### src/rtl/wr_resp_direction_queue.sv
// -----------------------------------------------------------------------------
// wr_resp_direction_queue
//
// Purpose:
//   Takes the write-request stream through a valid/ready handshake and steers
//   every write into one of WIDTH per-direction response FIFOs. The FIFO is
//   chosen by cmd_txnid.direction_id. Each direction drains independently
//   through its own valid/ready port. Reads, and writes whose direction is out
//   of range, are consumed and dropped. An out-of-range write also sets the
//   sticky err_dir flag.
//
// Ports:
//   clk          in   single clock, rising-edge
//   rst          in   synchronous active-high reset
//   req_vld      in   request valid
//   req_rdy      out  request ready (low only for a write to a full FIFO)
//   req_pld      in   request payload (opcode, txnid, sideband)
//   v_wresp_vld  out  per-direction response valid (FIFO not empty)
//   v_wresp_rdy  in   per-direction response ready (pops the head)
//   v_wresp_pld  out  per-direction head entry {txnid, sideband}
//   v_fifo_cnt   out  per-direction occupancy
//   err_dir      out  sticky: a write was accepted with direction_id >= WIDTH
// -----------------------------------------------------------------------------
package wr_resp_direction_queue_pkg;

  // direction_id is sized for up to four directions. With WIDTH == 4 every
  // encoding is valid. With WIDTH == 3 the value 3 is the out-of-range case.
  localparam int DIR_W = 2;
  localparam int TAG_W = 8;
  localparam int SB_W  = 4;

  localparam logic OPC_WRITE = 1'b0;
  localparam logic OPC_READ  = 1'b1;

  typedef struct packed {
    logic [DIR_W-1:0] direction_id;
    logic [TAG_W-1:0] tag;
  } txnid_t;

  typedef struct packed {
    logic             cmd_opcode;
    txnid_t           cmd_txnid;
    logic [SB_W-1:0]  cmd_sideband;
  } input_req_pld_t;

  typedef struct packed {
    txnid_t           txnid;
    logic [SB_W-1:0]  sideband;
  } wr_resp_pld_t;

endpackage

module wr_resp_direction_queue
  import wr_resp_direction_queue_pkg::*;
#(
  parameter  int WIDTH = 4,
  parameter  int DEPTH = 4,
  localparam int CNT_W = $clog2(DEPTH + 1)
) (
  input  logic                            clk,
  input  logic                            rst,
  input  logic                            req_vld,
  output logic                            req_rdy,
  input  input_req_pld_t                  req_pld,
  output logic         [WIDTH-1:0]        v_wresp_vld,
  input  logic         [WIDTH-1:0]        v_wresp_rdy,
  output wr_resp_pld_t [WIDTH-1:0]        v_wresp_pld,
  output logic         [WIDTH-1:0][CNT_W-1:0] v_fifo_cnt,
  output logic                            err_dir
);

  localparam int               PTR_W    = $clog2(DEPTH);
  localparam logic [CNT_W-1:0] FULL_CNT = CNT_W'(DEPTH);

  // Request decode
  logic [DIR_W-1:0] w_dir;
  logic             w_is_wr;
  logic             w_in_range;
  logic             w_xfer;
  logic [WIDTH-1:0] w_hit;
  logic [WIDTH-1:0] w_full;
  logic [WIDTH-1:0] w_push;
  logic [WIDTH-1:0] w_pop;

  // FIFO state
  logic [PTR_W-1:0] r_wptr [WIDTH];
  logic [PTR_W-1:0] r_rptr [WIDTH];
  logic [CNT_W-1:0] r_cnt  [WIDTH];
  wr_resp_pld_t     r_mem  [WIDTH][DEPTH];
  logic             r_err;

  assign w_dir   = req_pld.cmd_txnid.direction_id;
  assign w_is_wr = (req_pld.cmd_opcode == OPC_WRITE);

  // When WIDTH covers every direction_id encoding, no write can be out of range.
  generate
    if (WIDTH >= (1 << DIR_W)) begin : g_dir_full_range
      assign w_in_range = 1'b1;
    end else begin : g_dir_part_range
      assign w_in_range = (w_dir < DIR_W'(WIDTH));
    end
  endgenerate

  always_comb begin
    w_hit  = '0;
    w_full = '0;
    w_pop  = '0;
    for (int i = 0; i < WIDTH; i++) begin
      w_hit[i]  = w_is_wr && (w_dir == DIR_W'(i));
      w_full[i] = (r_cnt[i] == FULL_CNT);
      // Pop uses registered vld, so v_wresp_rdy never reaches an output combinationally.
      w_pop[i]  = (r_cnt[i] != '0) && v_wresp_rdy[i];
    end
  end

  // Only a write whose own FIFO is full stalls the stream. A pop in the same
  // cycle does not free the slot early, which keeps v_wresp_rdy off this path.
  assign req_rdy = ~|(w_hit & w_full);
  assign w_xfer  = req_vld && req_rdy;

  // A transfer presented during reset is ignored, including its storage write.
  assign w_push = (w_xfer && !rst) ? w_hit : '0;

  // Storage is not reset. Its contents are don't-care while the count is zero.
  always_ff @(posedge clk) begin
    for (int i = 0; i < WIDTH; i++) begin
      if (w_push[i]) begin
        r_mem[i][r_wptr[i]] <= wr_resp_pld_t'{txnid:    req_pld.cmd_txnid,
                                              sideband: req_pld.cmd_sideband};
      end
    end
  end

  // Pointers wrap naturally, because DEPTH is a power of two.
  always_ff @(posedge clk) begin
    if (rst) begin
      for (int i = 0; i < WIDTH; i++) begin
        r_wptr[i] <= '0;
        r_rptr[i] <= '0;
        r_cnt[i]  <= '0;
      end
      r_err <= 1'b0;
    end else begin
      for (int i = 0; i < WIDTH; i++) begin
        if (w_push[i]) begin
          r_wptr[i] <= r_wptr[i] + PTR_W'(1);
        end
        if (w_pop[i]) begin
          r_rptr[i] <= r_rptr[i] + PTR_W'(1);
        end
        case ({w_push[i], w_pop[i]})
          2'b10:   r_cnt[i] <= r_cnt[i] + CNT_W'(1);
          2'b01:   r_cnt[i] <= r_cnt[i] - CNT_W'(1);
          default: r_cnt[i] <= r_cnt[i];
        endcase
      end
      if (w_xfer && w_is_wr && !w_in_range) begin
        r_err <= 1'b1;
      end
    end
  end

  always_comb begin
    v_wresp_vld = '0;
    v_wresp_pld = '0;
    v_fifo_cnt  = '0;
    for (int i = 0; i < WIDTH; i++) begin
      v_wresp_vld[i] = (r_cnt[i] != '0);
      v_wresp_pld[i] = r_mem[i][r_rptr[i]];
      v_fifo_cnt[i]  = r_cnt[i];
    end
  end

  assign err_dir = r_err;

endmodule

### config.mk
export PLATFORM = sky130hd
export DESIGN_NAME = wr_resp_direction_queue
export DESIGN_NICKNAME = d
export VERILOG_FILES = /design/src/rtl/wr_resp_direction_queue.sv
export SDC_FILE = /design/constraint.sdc
export NUM_CORES = 1
export LEC_CHECK = 0
export CAP_MARGIN = 20
export CELL_PAD_IN_SITES_DETAIL_PLACEMENT = 1
export CELL_PAD_IN_SITES_GLOBAL_PLACEMENT = 1
export CORE_ASPECT_RATIO = 0.5
export CORE_MARGIN = 1.5
export CORE_UTILIZATION = 35
export DETAILED_ROUTE_END_ITERATION = 10
export PLACE_DENSITY_LB_ADDON = 0.3
export SYNTH_ARGS = -nofsm -noshare
export SYNTH_HDL_FRONTEND = slang
export SYNTH_SLANG_ARGS = --single-unit
### constraint.sdc
create_clock -name clk -period 2.5 [get_ports clk]
set_clock_uncertainty 0.15 [all_clocks]
set_input_delay 0.5 -clock clk [delete_from_list [all_inputs] [get_ports clk]]
set_output_delay 0.5 -clock clk [all_outputs]
set_load 0.02 [all_outputs]
Run 1, logic cells by family:
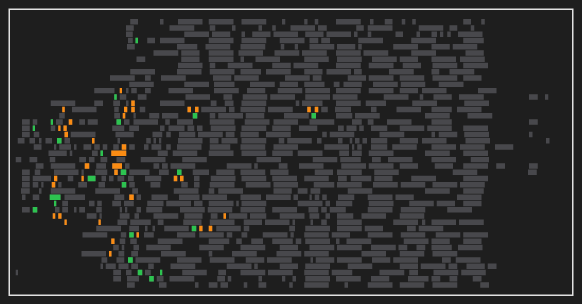
[NAND gates] green | cells: 22 | most used: nand2b_1
[NOR gates] orange | cells: 36 | most used: nor3_1

Run 1, cells colored by class:
The bar under the picture is 50 um long.
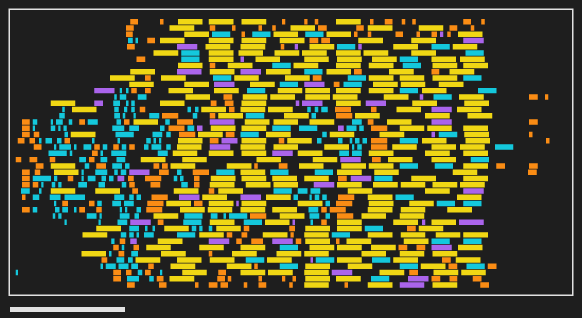
[other buffers and delay cells] orange | cells: 178
[clock drivers and dummy loads] purple | cells: 46
[flip-flops] yellow | cells: 252
[all other logic] cyan | cells: 228

==> flow_summary.yaml, run 1 <==
# physical design summary
status:
  status: "complete, but fails checks"
  violations: "setup timing"
synthesis:
  synthCells: 497
  ys_sh_xor_pct: 0.604
  ys_area_mm2: 0.0101
  async_flop_share_pct: 0
critical_path:
  rr_startpoint: "r_cnt[1][1]"
  critPathLaunchType: "register"
  r2r_end: "r_cnt[1][2]"
  crit_start: "r_cnt[1][1]"
  worst-r2r-cell-count: 9
  cp_max_fo: 2
  critPathRequiredTime_ns: 2.72
placement:
  hpwl_um: 14000
  pre_cts_ws_ns: -0.570
  placed_cell_area_mm2: 0.0122
global_routing:
  grt_pass1_wl_um: 33400
  grt_start_max_net_pins: 26
  track_usage_pct: 15.0
  grtUsageMet2_pct: 26.1
final_timing:
  setup_slack_ns: -0.0533
  final_period_minus_worst_setup_slack_ns: 2.55
  whs_ns: 0.418
  setup_viol: 11
  fin_crit_sh_pct: 102
  rsz0062_at_grt: "true"
floorplan:
  dieArea_mm2: 0.0301
  rows: 43
power_and_ir_drop:
  p_switching_mw: 2.42
  p_clk_mw: 3.90
  seq-power_mw: 4.79
  peakVddDrop_mv: 0.437
  internal-power_mw: 7.71
  power_density_mw_per_mm2: 770
  cellLeakagePower_nw: 4.60
  clockPowerShare_pct: 38.5
  power.share.sequential_pct: 47.3
finish:
  lay_top_count: "edfxtp_1"
  clk_share_pct: 6.54
  num-multi-input-gates: 203
  num-clock-buffers: 26
  drive_gt1_share_pct: 38.1
  ff_count: 252
  largest_class: "registers"
  layout.nets: 737
clock_tree:
  clockRootBuffer: "clkbuf_16"
  worstSkewPairLatency_ns: 0.52
  cts.reportedPaths.clkPinSlew_ns: 0.07
route:
  viasPerCell: 4.79
  wl_per_cell_um: 20.5
  drtAntennaViolNets: 0
min_path:
  hp-start: "req_pld[13]"
Run 1, routed metal, one color a layer:
The bar under the picture is 50 um long. Two of the layers only.
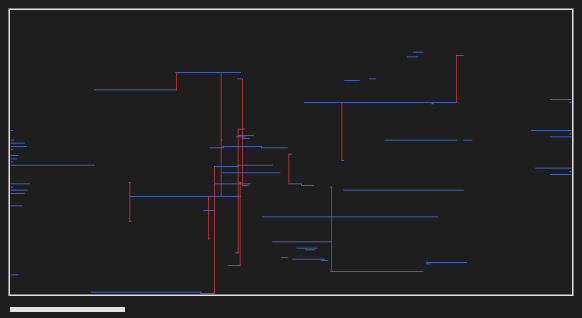
[met3] blue | wire length: 829 um
[met4] red | wire length: 383 um

==> run 1: critical path, stage by stage, from the launching register on <==
cell and delay, ns:
edfxtp_1 0.39, or3b_4 0.43, nor3b_4 0.16, inv_1 0.05, ha_2 0.16, nand2b_1 0.07, fa_2 0.35, xor2_1 0.16
or3_1 0.36, a21oi_2 0.13
==> run 1: repair_timing <==
| action | 4_1_cts | 5_1_grt |
|---|---|---|
| hold endpoints to repair | 0 | 0 |
| endpoints found under the setup margin | 63 | 57 |
| buffers inserted | 12 | 8 |
| gates resized | 278 | 33 |
| pin swaps | 0 | 4 |
| gates cloned | 1 | 0 |
==> run 1: registers in the layout (all words and copies together), names as in the netlist <==
| name | flops |
|---|---|
| r_mem | 224 |
| r_cnt | 12 |
| r_rptr | 8 |
| r_wptr | 8 |
Run 1, sequential cells grouped by signal name:
The bar under the picture is 50 um long. Other sequential cells in the stronger gray, the rest of the logic in the fainter gray.
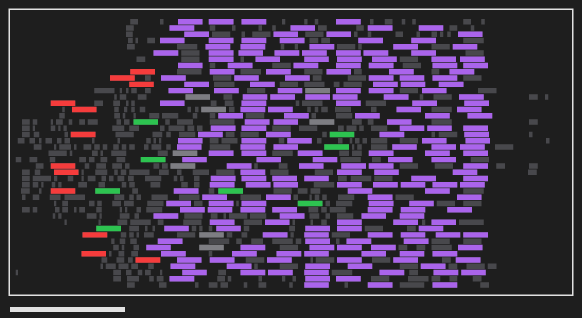

==> inputs of run 2 (changes only) <==
--- a/config.mk
+++ b/config.mk
@@ -11,6 +11,7 @@
 export CORE_ASPECT_RATIO = 0.5
 export CORE_MARGIN = 1.5
 export CORE_UTILIZATION = 35
+export CTS_BUF_LIST = sky130_fd_sc_hd__clkbuf_2 sky130_fd_sc_hd__clkbuf_4 sky130_fd_sc_hd__clkbuf_8
 export DETAILED_ROUTE_END_ITERATION = 10
 export PLACE_DENSITY_LB_ADDON = 0.3
 export SYNTH_ARGS = -nofsm -noshare
Run 2, sequential cells grouped by signal name:
The bar under the picture is 50 um long. Other sequential cells in the stronger gray, the rest of the logic in the fainter gray.
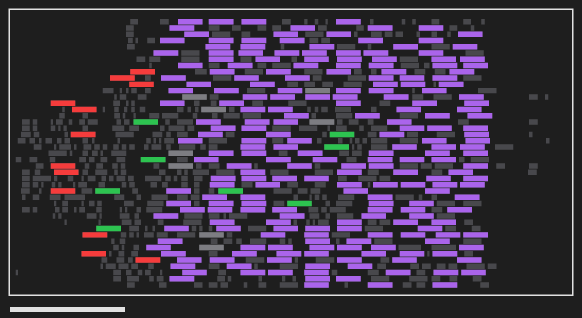
[`r_mem`] purple | sequential cells: 224
[`r_cnt`] red | sequential cells: 12
[`r_wptr`] green | sequential cells: 8
not colored: 8

Run 2, routed metal, one color a layer:
The bar under the picture is 50 um long. Two of the layers only.
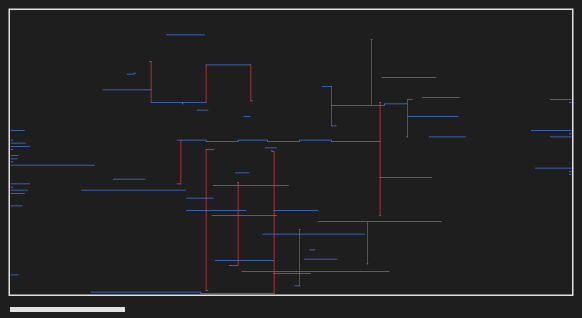
[met3] blue | wire length: 974 um
[met4] red | wire length: 382 um

==> flow_summary.yaml, run 2 <==
# physical design summary
finish:
  drive_gt1_share_pct: 39.8
  lay_top_count: "edfxtp_1"
  layout.nets: 762
  largest_reg_flops: 224
critical_path:
  critPathMostFrequentCell: "buf_6"
  critPathLaunchType: "register"
  crit_start: "r_rptr[2][0]"
  r2r_slack_ns: -0.05
  crit_path_top_delay_cell: "mux4_2"
  cp_slowest_stage_delay_ns: 0.44
  crit_family: "buffers and inverters"
  r2r_end: "r_cnt[1][2]"
  cp.buffers_inverters: 4
  critPathRequiredTime_ns: 1.85
  cp_data_arrival_time_ns: 1.91
  worst-r2r-cell-count: 9
  path_depth: 5
  critPathKind: "register to output port"
  cp-end-kind: "output port"
  rr_startpoint: "r_cnt[1][1]"
  cp_max_fo: 7
  crit_chain: "buf_6, buf_12, buf_6, mux4_2, buf_6"
power_and_ir_drop:
  cellLeakagePower_nw: 4.63
  seq-power_mw: 4.78
  power.share.sequential_pct: 50.0
  p_clk_mw: 3.25
  peakVddDrop_mv: 0.272
  clockPowerShare_pct: 34.0
  p_switching_mw: 2.37
  power_density_mw_per_mm2: 724
  p_sw_share_pct: 24.8
  p_comb_mw: 1.53
  internal-power_mw: 7.19
synthesis:
  ys_sh_xor_pct: 0.604
  synthCells: 497
  async_flop_share_pct: 0
  syn-num-nets: 549
  ys_area_mm2: 0.0101
route:
  viasPerCell: 4.78
  wl_per_cell_um: 20.3
  dr.pass1.iters: 4
  drtAntennaViolNets: 0
  wl_met2_um: 11300
global_routing:
  track_usage_pct: 15.2
  grt_start_max_net_pins: 26
  grt_use_met1_pct: 20.1
  grt_pass1_wl_um: 33500
  grtUsageMet2_pct: 25.4
  grt_overflow: 0
floorplan:
  dieArea_mm2: 0.0301
  rows: 43
final_timing:
  max_freq_ghz: 0.390
  final_period_minus_worst_setup_slack_ns: 2.56
  fin_crit_sh_pct: 102
  rsz0062_at_grt: "true"
  setup_viol: 16
  setup_slack_ns: -0.0616
  finalHoldViolations: 0
status:
  status: "complete, but fails checks"
  violations: "setup timing"
clock_tree:
  cts_buffers: 38
  worstSkewPairLatency_ns: 0.53
  htree_levels: 2
  cts.reportedPaths.clkPinSlew_ns: 0.06
  ctsResizeCount: 271
  postCtsSetupRepairBufs: 13
  clockRootBuffer: "clkbuf_8"
  cts_tree: "done"
min_path:
  min_path_type: "register to register"
  hp-start: "r_wptr[0][0]"
placement:
  placed_cell_area_mm2: 0.0122
  gp_congestion: 0.689
  hpwl_um: 14000
run:
  tool_warnings: 47
[run 2: cell type report]
cell class              instances  area (um2)  area share, %
inverters                      25        93.8          0.711
well taps                     382         478           3.62
multi-input cells             203        2460           18.6
diodes                          1        2.50         0.0190
clock inverters                15        96.3          0.730
repair buffers                190        1900           14.4
flip-flops and latches        252        7570           57.3
clock buffers                  48         604           4.58
[run 2: metrics by stage]
step | hold slack, ns | power [mW] | util, % | setup WS, ns | std cells
floorplan | 0.437 | 5.63 | - | -0.141 | 497
global placement | 0.458 | 6.30 | 43.6 | -0.541 | 1023
detailed placement | 0.467 | 6.33 | 43.6 | -0.570 | 1023
CTS | 0.476 | 9.54 | 45.9 | -0.161 | 1100
global route | 0.496 | 9.95 | 47.0 | -0.159 | 1115
finish | 0.464 | 9.56 | 47.0 | -0.0616 | 1116
==> inputs of run 3 (changes only) <==
--- a/config.mk
+++ b/config.mk
@@ -14,6 +14,7 @@
 export CTS_BUF_LIST = sky130_fd_sc_hd__clkbuf_2 sky130_fd_sc_hd__clkbuf_4 sky130_fd_sc_hd__clkbuf_8
 export DETAILED_ROUTE_END_ITERATION = 10
 export PLACE_DENSITY_LB_ADDON = 0.3
+export SLEW_MARGIN = 10
 export SYNTH_ARGS = -nofsm -noshare
 export SYNTH_HDL_FRONTEND = slang
 export SYNTH_SLANG_ARGS = --single-unit
Run 3, routing congestion map:
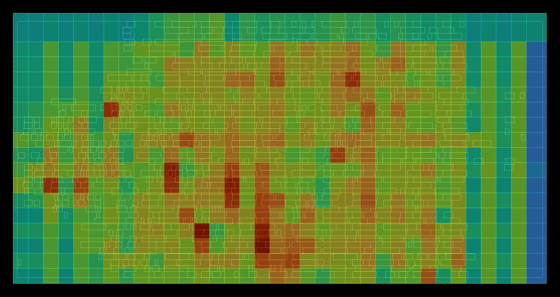
final core area utilization: 47.0%
GRT Total Usage: 15.2%

==> flow_summary.yaml, run 3 <==
# physical design summary
finish:
  ff_count: 252
  antenna_cells: 1
  buf_share_pct: 14.4
  largest_class: "registers"
  num-clock-buffers: 48
  largest_reg_flops: 224
  seq_share_pct: 57.3
  layout.nets: 762
  drive_gt1_share_pct: 39.8
  logic_area_mm2: 0.00246
  sh_comb_area_pct: 18.6
  num-multi-input-gates: 203
global_routing:
  grt_overflow: 0
  grt_pass1_wl_um: 33500
  grtUsageMet2_pct: 25.4
  grt_start_max_net_pins: 26
power_and_ir_drop:
  power_density_mw_per_mm2: 724
  power.share.sequential_pct: 50.0
  clockPowerShare_pct: 34.0
  internal-power_mw: 7.19
  cellLeakagePower_nw: 4.63
  p_comb_mw: 1.53
  p_switching_mw: 2.37
  peakVddDrop_mv: 0.272
clock_tree:
  cts_tree: "done"
  htree_levels: 2
  worstSkewPairLatency_ns: 0.53
  ctsResizeCount: 271
critical_path:
  cp.buffers_inverters: 4
  critPathRequiredTime_ns: 1.85
  cp-end-kind: "output port"
  critPathKind: "register to output port"
  crit_family: "buffers and inverters"
  cp_data_arrival_time_ns: 1.91
  crit_chain: "buf_6, buf_12, buf_6, mux4_2, buf_6"
placement:
  gp_congestion: 0.689
  placed_cell_area_mm2: 0.0122
  pre_cts_ws_ns: -0.570
final_timing:
  finalHoldViolations: 0
  setup_viol: 16
  setup_slack_ns: -0.0616
  final_period_minus_worst_setup_slack_ns: 2.56
  whs_ns: 0.464
  max_freq_ghz: 0.390
route:
  drtAntennaViolNets: 0
  wl_met2_um: 11300
  dr.pass1.iters: 4
synthesis:
  async_flop_share_pct: 0
  ys_area_mm2: 0.0101
  syn-num-nets: 549
status:
  violations: "setup timing"
  status: "complete, but fails checks"
floorplan:
  rows: 43
min_path:
  min_path_type: "register to register"
Run 3, logic cells by family:
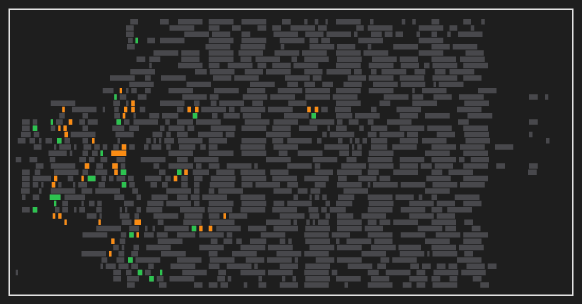
[NOR gates] orange | cells: 36 | most used: nor3_1
[NAND gates] green | cells: 22 | most used: nand2b_1

-- run 3: cell families after synthesis --
| group | share of synthesized area, % |
|---|---|
| AND-OR/OR-AND | 1.21 |
| XOR/XNOR | 0.604 |
| adder cells (fa/ha/maj) | 3.92 |
| buffers and inverters | 1.91 |
| flip-flops | 74.6 |
| multiplexers | 12.5 |
| other | 0.0370 |
| AND/OR/NAND/NOR | 5.18 |
-- run 3: worst paths after layout --
kind / startpoint / endpoint / cells past startpoint
setup / recovery: r_rptr[2][0] / v_wresp_pld[32] / 5
hold / removal: r_wptr[0][0] / r_wptr[0][0] / 1
setup reg to reg: r_cnt[1][1] / r_cnt[1][2] / 9
hold reg to reg: r_wptr[0][0] / r_wptr[0][0] / 1
Power is estimated from default activity; no workload was simulated.
